run_1/clk_routes.png
Bar = 20 um.
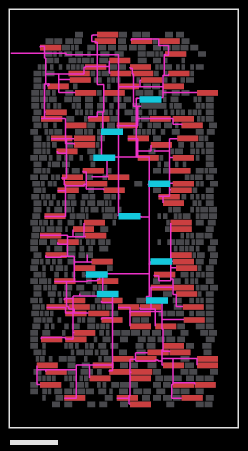
run_1/flops_by_reg.png
Bar = 20 um. Other sequential cells in the stronger grey, the rest of the logic in the fainter grey.
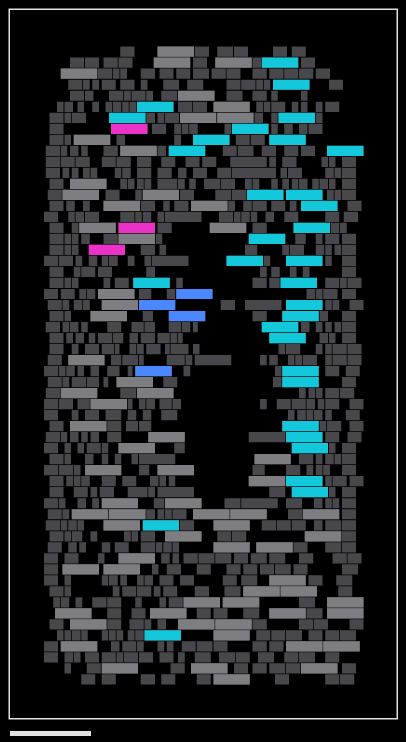
run_1/placement_by_type.png
Fill, decap, tap and diode cells in grey.
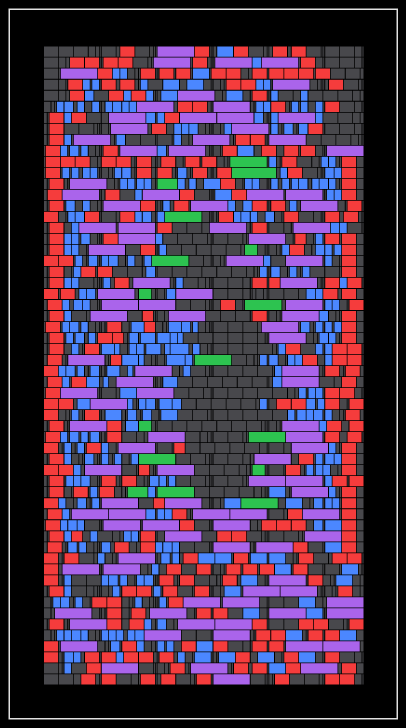
run_1/wires.png
Bar = 20 um. Only two layers are drawn.
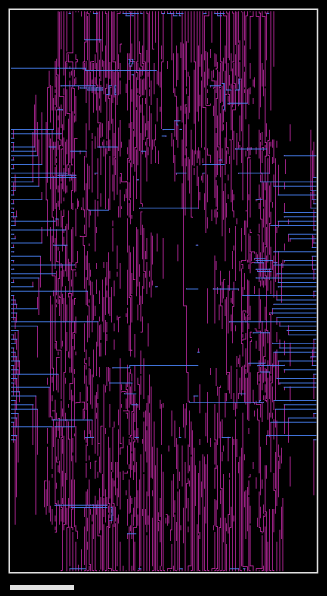
[config.mk]
export PLATFORM = sky130hd
export DESIGN_NAME = fp_mul_arbiter
export DESIGN_NICKNAME = d
export VERILOG_FILES = /design/src/rtl/fp_mul_arb_pkg.sv /design/src/rtl/fp_mul_rr_arb.sv /design/src/rtl/fp_mul_arbiter.sv
export SDC_FILE = /design/constraint.sdc
export NUM_CORES = 1
export LEC_CHECK = 0
export ABC_CLOCK_PERIOD_IN_PS = 4600
export CORE_ASPECT_RATIO = 2
export CORE_MARGIN = 8
export CORE_UTILIZATION = 40
export CTS_CLUSTER_DIAMETER = 100
export DETAILED_ROUTE_END_ITERATION = 8
export GPL_ROUTABILITY_DRIVEN = 1
export PLACE_DENSITY_LB_ADDON = 0.3
export SYNTH_ARGS = -nofsm -noshare
export SYNTH_HDL_FRONTEND = slang
export SYNTH_SLANG_ARGS = --single-unit
[constraint.sdc]
create_clock -name clk -period 4.6 [get_ports clk]
set_input_delay 0.92 -clock clk [delete_from_list [all_inputs] [get_ports clk]]
set_output_delay 0.92 -clock clk [all_outputs]
set_load 0.01 [all_outputs]
[src/rtl/fp_mul_arb_pkg.sv]
// Shared definitions for the FP32 multiplier arbiter: FSM states,
// FP32 field positions and the latency counter width.
package fp_mul_arb_pkg;

    typedef enum logic [1:0] {
        IDLE = 2'd0,
        BUSY = 2'd1,
        RESP = 2'd2
    } state_t;

    localparam int         EXP_MSB  = 30;
    localparam int         EXP_LSB  = 23;
    localparam int         SIGN_BIT = 31;
    localparam logic [7:0] EXP_INF  = 8'hFF;

    // MUL_LAT tops out at 15, so the countdown never needs more than 4 bits
    localparam int CNT_W = 4;

    // Zero or subnormal on either side gives a signed zero, unless an
    // Inf/NaN is involved, in which case the real multiplier must decide.
    function automatic logic is_zero_bypass(input logic [31:0] x, input logic [31:0] y);
        logic [7:0] ex;
        logic [7:0] ey;
        ex = x[EXP_MSB:EXP_LSB];
        ey = y[EXP_MSB:EXP_LSB];
        return ((ex == 8'd0) || (ey == 8'd0)) && (ex != EXP_INF) && (ey != EXP_INF);
    endfunction

endpackage

[src/rtl/fp_mul_rr_arb.sv]
// Two-way round-robin grant. The pointer names the preferred requester
// and flips only when the arbiter owner finishes its response.
module fp_mul_rr_arb (
    input  logic       clk,
    input  logic       rst_n,
    input  logic [1:0] req_valid,
    input  logic       advance,
    output logic       grant,
    output logic       grant_vld
);

    logic ptr;

    // Priority pointer, moves to the other requester on completion
    always_ff @(posedge clk or negedge rst_n) begin
        if (!rst_n)
            ptr <= 1'b0;
        else if (advance)
            ptr <= ~ptr;
    end

    // Preferred requester wins if asking, otherwise the other one
    always_comb begin
        grant     = req_valid[ptr] ? ptr : ~ptr;
        grant_vld = |req_valid;
    end

endmodule

[src/rtl/fp_mul_arbiter.sv]
// Shares one external FP32 multiplier between two requesters.
// One operation in flight: IDLE accepts, BUSY waits MUL_LAT cycles,
// RESP returns the product to the owner.
// Optional build macro: FP_MUL_ARB_ZERO_BYPASS_EN answers zero/subnormal
// operand pairs directly without launching the multiplier.
module fp_mul_arbiter
    import fp_mul_arb_pkg::*;
#(
    parameter int MUL_LAT = 2
) (
    input  logic             clk,
    input  logic             rst_n,
    input  logic [1:0]       req_valid,
    output logic [1:0]       req_ready,
    input  logic [1:0][31:0] req_X,
    input  logic [1:0][31:0] req_Y,
    input  logic [1:0][2:0]  req_rmode,
    output logic [1:0]       rsp_valid,
    input  logic [1:0]       rsp_ready,
    output logic [31:0]      rsp_Z,
    output logic             rsp_ovrf,
    output logic             rsp_udrf,
    output logic [31:0]      mul_X,
    output logic [31:0]      mul_Y,
    output logic [2:0]       mul_rmode,
    input  logic [31:0]      mul_Z,
    input  logic             mul_ovrf,
    input  logic             mul_udrf
);

    state_t           state;
    state_t           state_nxt;
    logic [CNT_W-1:0] cnt;
    logic             owner;
    logic             grant;
    logic             grant_vld;
    logic             accept;
    logic             advance;
    logic             bypass;

    fp_mul_rr_arb u_arb (
        .clk       (clk),
        .rst_n     (rst_n),
        .req_valid (req_valid),
        .advance   (advance),
        .grant     (grant),
        .grant_vld (grant_vld)
    );

    assign accept  = (state == IDLE) && grant_vld;
    assign advance = (state == RESP) && rsp_ready[owner];

`ifdef FP_MUL_ARB_ZERO_BYPASS_EN
    assign bypass = is_zero_bypass(req_X[grant], req_Y[grant]);
`else
    assign bypass = 1'b0;
`endif

    // Handshake strobes: ready only to the winner in IDLE, valid only to the owner in RESP
    always_comb begin
        req_ready = 2'b00;
        rsp_valid = 2'b00;
        if (rst_n && accept)
            req_ready[grant] = 1'b1;
        if (state == RESP)
            rsp_valid[owner] = 1'b1;
    end

    // Next-state logic
    always_comb begin
        state_nxt = state;
        case (state)
            IDLE:    if (accept) state_nxt = bypass ? RESP : BUSY;
            BUSY:    if (cnt == '0) state_nxt = RESP;
            RESP:    if (advance) state_nxt = IDLE;
            default: state_nxt = IDLE;
        endcase
    end

    // State register
    always_ff @(posedge clk or negedge rst_n) begin
        if (!rst_n)
            state <= IDLE;
        else
            state <= state_nxt;
    end

    // Latency countdown and owner tracking
    always_ff @(posedge clk or negedge rst_n) begin
        if (!rst_n) begin
            cnt   <= '0;
            owner <= 1'b0;
        end else if (accept) begin
            cnt   <= CNT_W'(MUL_LAT - 1);
            owner <= grant;
        end else if ((state == BUSY) && (cnt != '0)) begin
            cnt   <= cnt - CNT_W'(1);
        end
    end

    // Operand launch registers, held until the next multiplier launch
    always_ff @(posedge clk or negedge rst_n) begin
        if (!rst_n) begin
            mul_X     <= '0;
            mul_Y     <= '0;
            mul_rmode <= '0;
        end else if (accept && !bypass) begin
            mul_X     <= req_X[grant];
            mul_Y     <= req_Y[grant];
            mul_rmode <= req_rmode[grant];
        end
    end

    // Response capture: bypassed signed zero at accept, or multiplier output at end of BUSY
    always_ff @(posedge clk or negedge rst_n) begin
        if (!rst_n) begin
            rsp_Z    <= '0;
            rsp_ovrf <= 1'b0;
            rsp_udrf <= 1'b0;
        end else if (accept && bypass) begin
            rsp_Z    <= {req_X[grant][SIGN_BIT] ^ req_Y[grant][SIGN_BIT], 31'b0};
            rsp_ovrf <= 1'b0;
            rsp_udrf <= 1'b0;
        end else if ((state == BUSY) && (cnt == '0)) begin
            rsp_Z    <= mul_Z;
            rsp_ovrf <= mul_ovrf;
            rsp_udrf <= mul_udrf;
        end
    end

endmodule
==> deck_impl_summary.md, run 1 <==
Implementation Results

Status
  • Status: finished, final reports clean

Cells and area
  • Non-clk invs: 3
  • Final Non-Filler Cells: 907
  • Flop share of the area: 33.3%
  • Share of cells above drive strength 1: 9.52%
  • Most frequent logic cell in the layout: clkdlybuf4s50_1
  • Seq_cells: 109
  • Clock buffers: 11
  • Top Registers: mul_X x32, mul_Y x32, rsp_Z x32

Pwr
  • Sw Share: 37.7%
  • Psw: 2.04 mW
  • Combinational power share: 52.8%
  • Clk pwr share: 15.1%
  • VDD IR-drop max: 0.377 mV
  • Comb. pwr: 2.86 mW

Synthesis
  • Area leader, netlist: dfrtp_1
  • Yosys stat area: 5050 um2
  • Top cells by count: 109 x dfrtp_1, 70 x o21ai_0, 69 x a21oi_1, 69 x nand3_1, 67 x a31oi_1
  • Largest family of logic cells by area: AND-OR/OR-AND gates
  • Simple Share, Synth: 9.59%
  • # Cells Yosys: 508
  • Netlist cell types: 29

Detailed routing
  • Vias per Instance: 5.80
  • # DRC: 0
  • Initial drt markers: 193
  • Antenna viol nets, final: 0

Global route
  • M3 GR Usage: 4.73%
  • Antenna violations before repair: 1
  • GR Overflow Total: 0
  • Total track usage: 24.0%
  • Grt met1 use: 25.6%

Timing
  • Fin Setup TNS: 0 ns
  • Cycle use final: 75.6%
  • Relative slew slack: 28.8%
  • Slew @ Worst Pin: 1.07 ns
  • Clock skew: 0.0114 ns

Worst setup path
  • Worst endpoint required time: 3.68 ns
  • CP Capture Type: output port
  • WP buf/inv: 2
  • Critical Path Start Type: input pin

Floorplan
  • Die ar.: 16700 um2
  • Pre-Place Util: 40.4%
  • Die width: 95.4 um
  • Area of the core: 12500 um2

Clock tree
  • Root buffer cell: clkbuf_16
  • Post-CTS Resized: 0
  • Clk latency late pin: 0.34 ns

Worst hold path
  • Hold crit path type: reg -> reg
  • Hold Path Depth: 1

Run
  • MaxCap Viol Count: 0
About clk_routes.png:
flip-flops -> red  # count 109
clock wires -> magenta  # length 1320 um
clock drivers -> cyan  # count 9
routed clock nets = 10

About flops_by_reg.png:
cnt -> blue  # sequential cells 4, where centre
mul_X -> cyan  # sequential cells 32
mul_rmode -> magenta  # sequential cells 3

About placement_by_type.png:
remaining buffers and delay cells -> red  # cells 287
clock drivers and dummy loads -> green  # cells 16
combinational and other logic -> blue  # cells 344
sequential cells -> purple  # cells 109
post-layout util: 65.6%
Final Cell Area: 8190 um2

About wires.png:
metal 3 -> blue  # wire length 1330 um
metal 2 -> magenta  # wire length 11000 um

==> run 1: path summary, 6_finish.rpt <==
check                                        to                 start  slack (ns)
setup / recovery                   req_ready[1]          req_valid[1]        1.12
hold / removal               cnt[3]$_DFFE_PN0P_    cnt[3]$_DFFE_PN0P_        0.49
setup reg to reg           rsp_Z[2]$_DFFE_PN0P_  state[0]$_DFFE_PN0P_        2.18
hold reg to reg              cnt[3]$_DFFE_PN0P_    cnt[3]$_DFFE_PN0P_        0.49
max in group asynchronous    cnt[0]$_DFFE_PN0P_                 rst_n        2.72
min in group asynchronous  mul_Y[7]$_DFFE_PN0P_                 rst_n        0.56
==> run 1: metrics by stage <==
step	worst slack [ns]	area (um2)
final	1.12	8190
after global routing	1.05	8190
after CTS	1.13	8190
after detailed placement	1.14	7870
after global placement	1.13	7870
after floorplan	2.06	5050
run_1/clocks.png
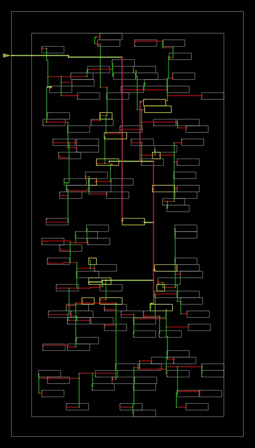

==> run 2, diff against run 1 <==
--- a/config.mk
+++ b/config.mk
@@ -5,10 +5,10 @@
 export SDC_FILE = /design/constraint.sdc
 export NUM_CORES = 1
 export LEC_CHECK = 0
-export ABC_CLOCK_PERIOD_IN_PS = 4600
+export ABC_CLOCK_PERIOD_IN_PS = 2940
 export CORE_ASPECT_RATIO = 2
 export CORE_MARGIN = 8
-export CORE_UTILIZATION = 40
+export CORE_UTILIZATION = 35
 export CTS_CLUSTER_DIAMETER = 100
 export DETAILED_ROUTE_END_ITERATION = 8
 export GPL_ROUTABILITY_DRIVEN = 1
==> constraint.sdc (replaced) <==
create_clock -name clk -period 2.94 [get_ports clk]
set_input_delay 0.588 -clock clk [delete_from_list [all_inputs] [get_ports clk]]
set_output_delay 0.588 -clock clk [all_outputs]
set_load 0.01 [all_outputs]
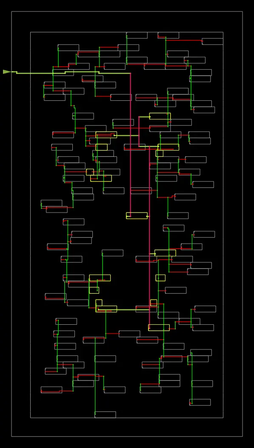
run_2/clocks.png
Power Clock: 1.20 mW
clk latency late pin: 0.35 ns
clock skew: 0.0123 ns

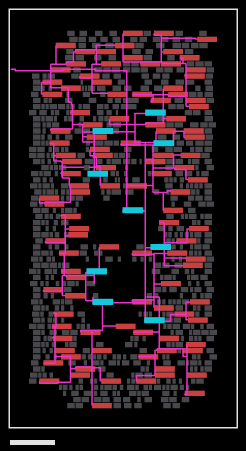
run_2/clk_routes.png
Bar = 20 um.
clock drivers -> cyan  # count 9
flip-flops -> red  # count 109
clock wires -> magenta  # length 1370 um
routed clock nets = 10
Clk pwr share: 14.4%

==> run 2 against run 1 <==
Critical path depth stayed put. Sequential cell count stayed put. Sequential share of layout area is 0.34 points lower. Sequential power is 56% higher. Global-route usage is 5.0 points lower. Critical path type unchanged.
==> deck_impl_summary.md, run 2 <==
Implementation Results

Status
  • Status: finished, final reports clean

Cells and area
  • Clock buffers: 10
  • Non-clk invs: 3
  • Most frequent logic cell in the layout: clkdlybuf4s50_1
  • Flop share of the area: 33.0%
  • Top Registers: mul_X x32, mul_Y x32, rsp_Z x32
  • Share of cells above drive strength 1: 10.1%
  • Seq_cells: 109

Pwr
  • Comb. pwr: 4.41 mW
  • Combinational power share: 53.0%
  • VDD IR-drop max: 0.492 mV

Run
  • MaxCap Viol Count: 0

Synthesis
  • Area leader, netlist: dfrtp_1
  • # Cells Yosys: 508
  • Top cells by count: 109 x dfrtp_1, 70 x o21ai_0, 69 x a21oi_1, 69 x nand3_1, 67 x a31oi_1

Worst hold path
  • Hold crit path type: in -> async

Placement
  • Pre-CTS WS: 0.0148 ns

Global route
  • Total track usage: 19.0%
  • GR Overflow Total: 0
  • Antenna violations before repair: 0

Timing
  • Slew @ Worst Pin: 0.970 ns
  • Cycle use final: 95.4%

Detailed routing
  • Vias per Instance: 5.34
  • Antenna viol nets, final: 0

Worst setup path
  • CP Capture Type: output port
  • CP startpoint: req_valid[1]
  • R2r startpoint: state[0]$_DFFE_PN0P_
  • R2R setup slack: 0.83 ns
  • Reg2reg end: owner$_DFFE_PN0P_

Floorplan
  • Die ar.: 18800 um2
  • Die width: 101 um
[run 2: cell counts after synthesis]
No cell type changed its count.
[run 2: critical path: cells and delay by family]
family / cells / cell delay, ns
AND/OR/NAND/NOR: 3 / 0.60
buffers and inverters: 2 / 1.01
[run 2: cell families (layout without fill, tap and decap cells)]
kind of cell	Yosys count	count (layout)	share of synthesized area, %
AND-OR/OR-AND	208	208	22.4
flip-flops	109	109	54.0
AND/OR/NAND/NOR	92	92	9.59
buffers and inverters	58	310	4.83
multiplexers	38	38	8.43
adder cells (fa/ha/maj)	2	2	0.496
XOR/XNOR	1	1	0.174
[run 2: layer usage]
layer  share of wire (%)  track usage, %  vias to the layer above
li1                    -               -                     2370
met3                  14            9.22                       14
met5                   0               0                        -
met4                 1.1            5.11                        0
met2                  45            28.8                      288
met1                  40            23.4                     2415
run_2/placement_by_type.png
Fill, decap, tap and diode cells in grey.
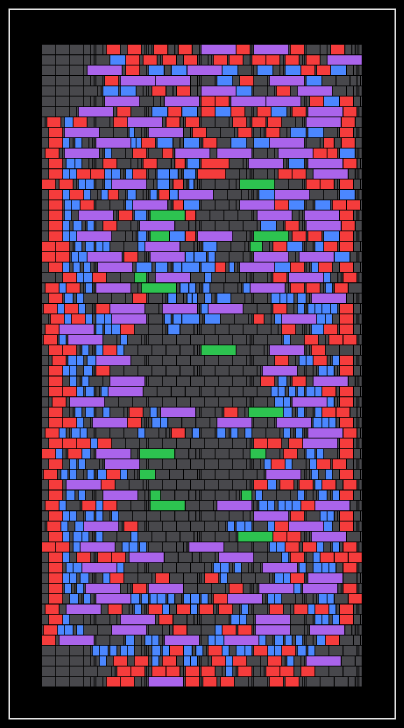

==> run 3, diff against run 2 <==
--- a/config.mk
+++ b/config.mk
@@ -5,10 +5,11 @@
 export SDC_FILE = /design/constraint.sdc
 export NUM_CORES = 1
 export LEC_CHECK = 0
+export ABC_AREA = 1
 export ABC_CLOCK_PERIOD_IN_PS = 2940
 export CORE_ASPECT_RATIO = 2
 export CORE_MARGIN = 8
-export CORE_UTILIZATION = 35
+export CORE_UTILIZATION = 36
 export CTS_CLUSTER_DIAMETER = 100
 export DETAILED_ROUTE_END_ITERATION = 8
 export GPL_ROUTABILITY_DRIVEN = 1
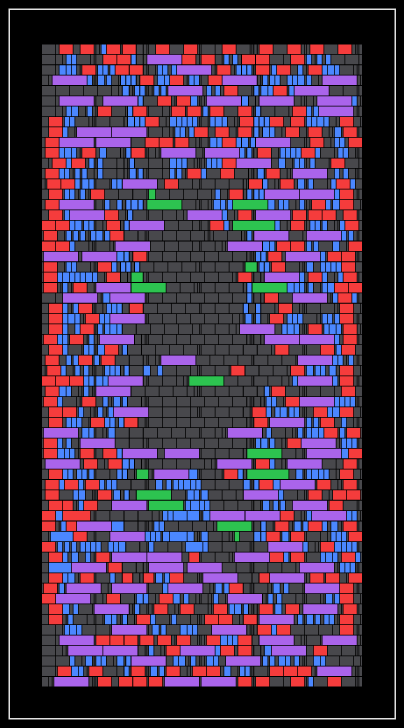
run_3/placement_by_type.png
Fill, decap, tap and diode cells in grey.
clock drivers and dummy loads -> green  # cells 16
remaining buffers and delay cells -> red  # cells 284
combinational and other logic -> blue  # cells 555
sequential cells -> purple  # cells 109
area of the core: 14200 um2
flop share of the area: 32.4%

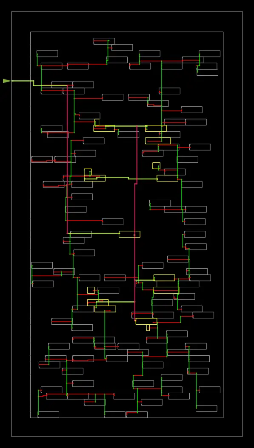
run_3/clocks.png
CTS Buf Count: 9
clk sink count: 109

==> run 3 against run 2 <==
Worst hold slack improved by 0.062 ns. Clock skew decreased by 0.0013 ns. Worst setup slack improved by 0.16 ns. Final area increased by 1.7%. Critical path depth increased by 1. Global-route usage decreased by 1.0 points. Clock power increased by about 10%. Synthesized cell count increased by 38%. Die size decreased by 0.11%. Core utilization increased by 1.0 points.
==> deck_impl_summary.md, run 3 <==
Implementation Results

Cells and area
  • Non-clk invs: 110
  • Most frequent logic cell in the layout: clkdlybuf4s50_1
  • Seq_cells: 109
  • Share of cells above drive strength 1: 2.80%

Synthesis
  • Top cells by count: 251 x nand2_1, 109 x dfrtp_1, 109 x inv_1
  • Post-Synth AOI/OAI Area: 10.5%
  • Yosys stat area: 5180 um2
  • Largest family of logic cells by area: simple AND/OR/NAND/NOR gates
  • Netlist cell types: 22

Global route
  • GR Overflow Total: 0
  • Met2 Use GR: 27.7%
  • M3 GR Usage: 7.38%
  • Grt met1 use: 22.3%

Worst setup path
  • WP buf/inv: 2
  • Top delay family on crit path: buffers and inverters
  • Reg2reg end: rsp_Z[9]$_DFFE_PN0P_
  • Critical Path End: req_ready[1]
  • R2r startpoint: cnt[0]$_DFFE_PN0P_

Clock tree
  • Root buffer cell: clkbuf_16
  • Clk latency late pin: 0.34 ns

Status
  • Status: finished, final reports clean

Timing
  • Slew @ Worst Pin: 0.831 ns
  • Clock skew: 0.0110 ns
  • Fin Setup TNS: 0 ns
  • Relative slew slack: 44.6%

Pwr
  • Combinational power share: 50.9%
  • Sw Share: 37.9%

Run
  • MaxCap Viol Count: 0

Detailed routing
  • Antenna viol nets, final: 0
  • Wire length on met2: 7.45 mm
  • Vias per Instance: 4.45
  • Initial drt markers: 209

Placement
  • Pre-CTS WS: 0.309 ns
==> run 3: cell types whose count changed after synthesis, sizes merged, moves of 36 or more <==
cell,delta
nand3,-63
inv,+107
mux2,-36
a21oi,-68
a31oi,-67
nand2,+251
o21ai,+36
nor2,+67
==> run 3: power groups by stage <==
stage | Clock [mW] | Combinational, mW | Sequential (mW)
after CTS | 1.36 | 4.20 | 2.67
after detailed placement | 0 | 4.19 | 2.69
final | 1.32 | 4.12 | 2.66
after global routing | 1.42 | 4.59 | 2.76
after floorplan | 0 | 1.71 | 2.99
after global placement | 0 | 4.11 | 2.66
==> run 3: metrics by stage <==
stage,instances,cell area [um2],utilization [%]
after floorplan,700,5180,-
after CTS,1156,8410,59.3
final,1157,8420,59.3
after global placement,1140,8090,57.0
after detailed placement,1140,8090,57.0
after global routing,1156,8410,59.3
Power and IR drop assume default switching activity.
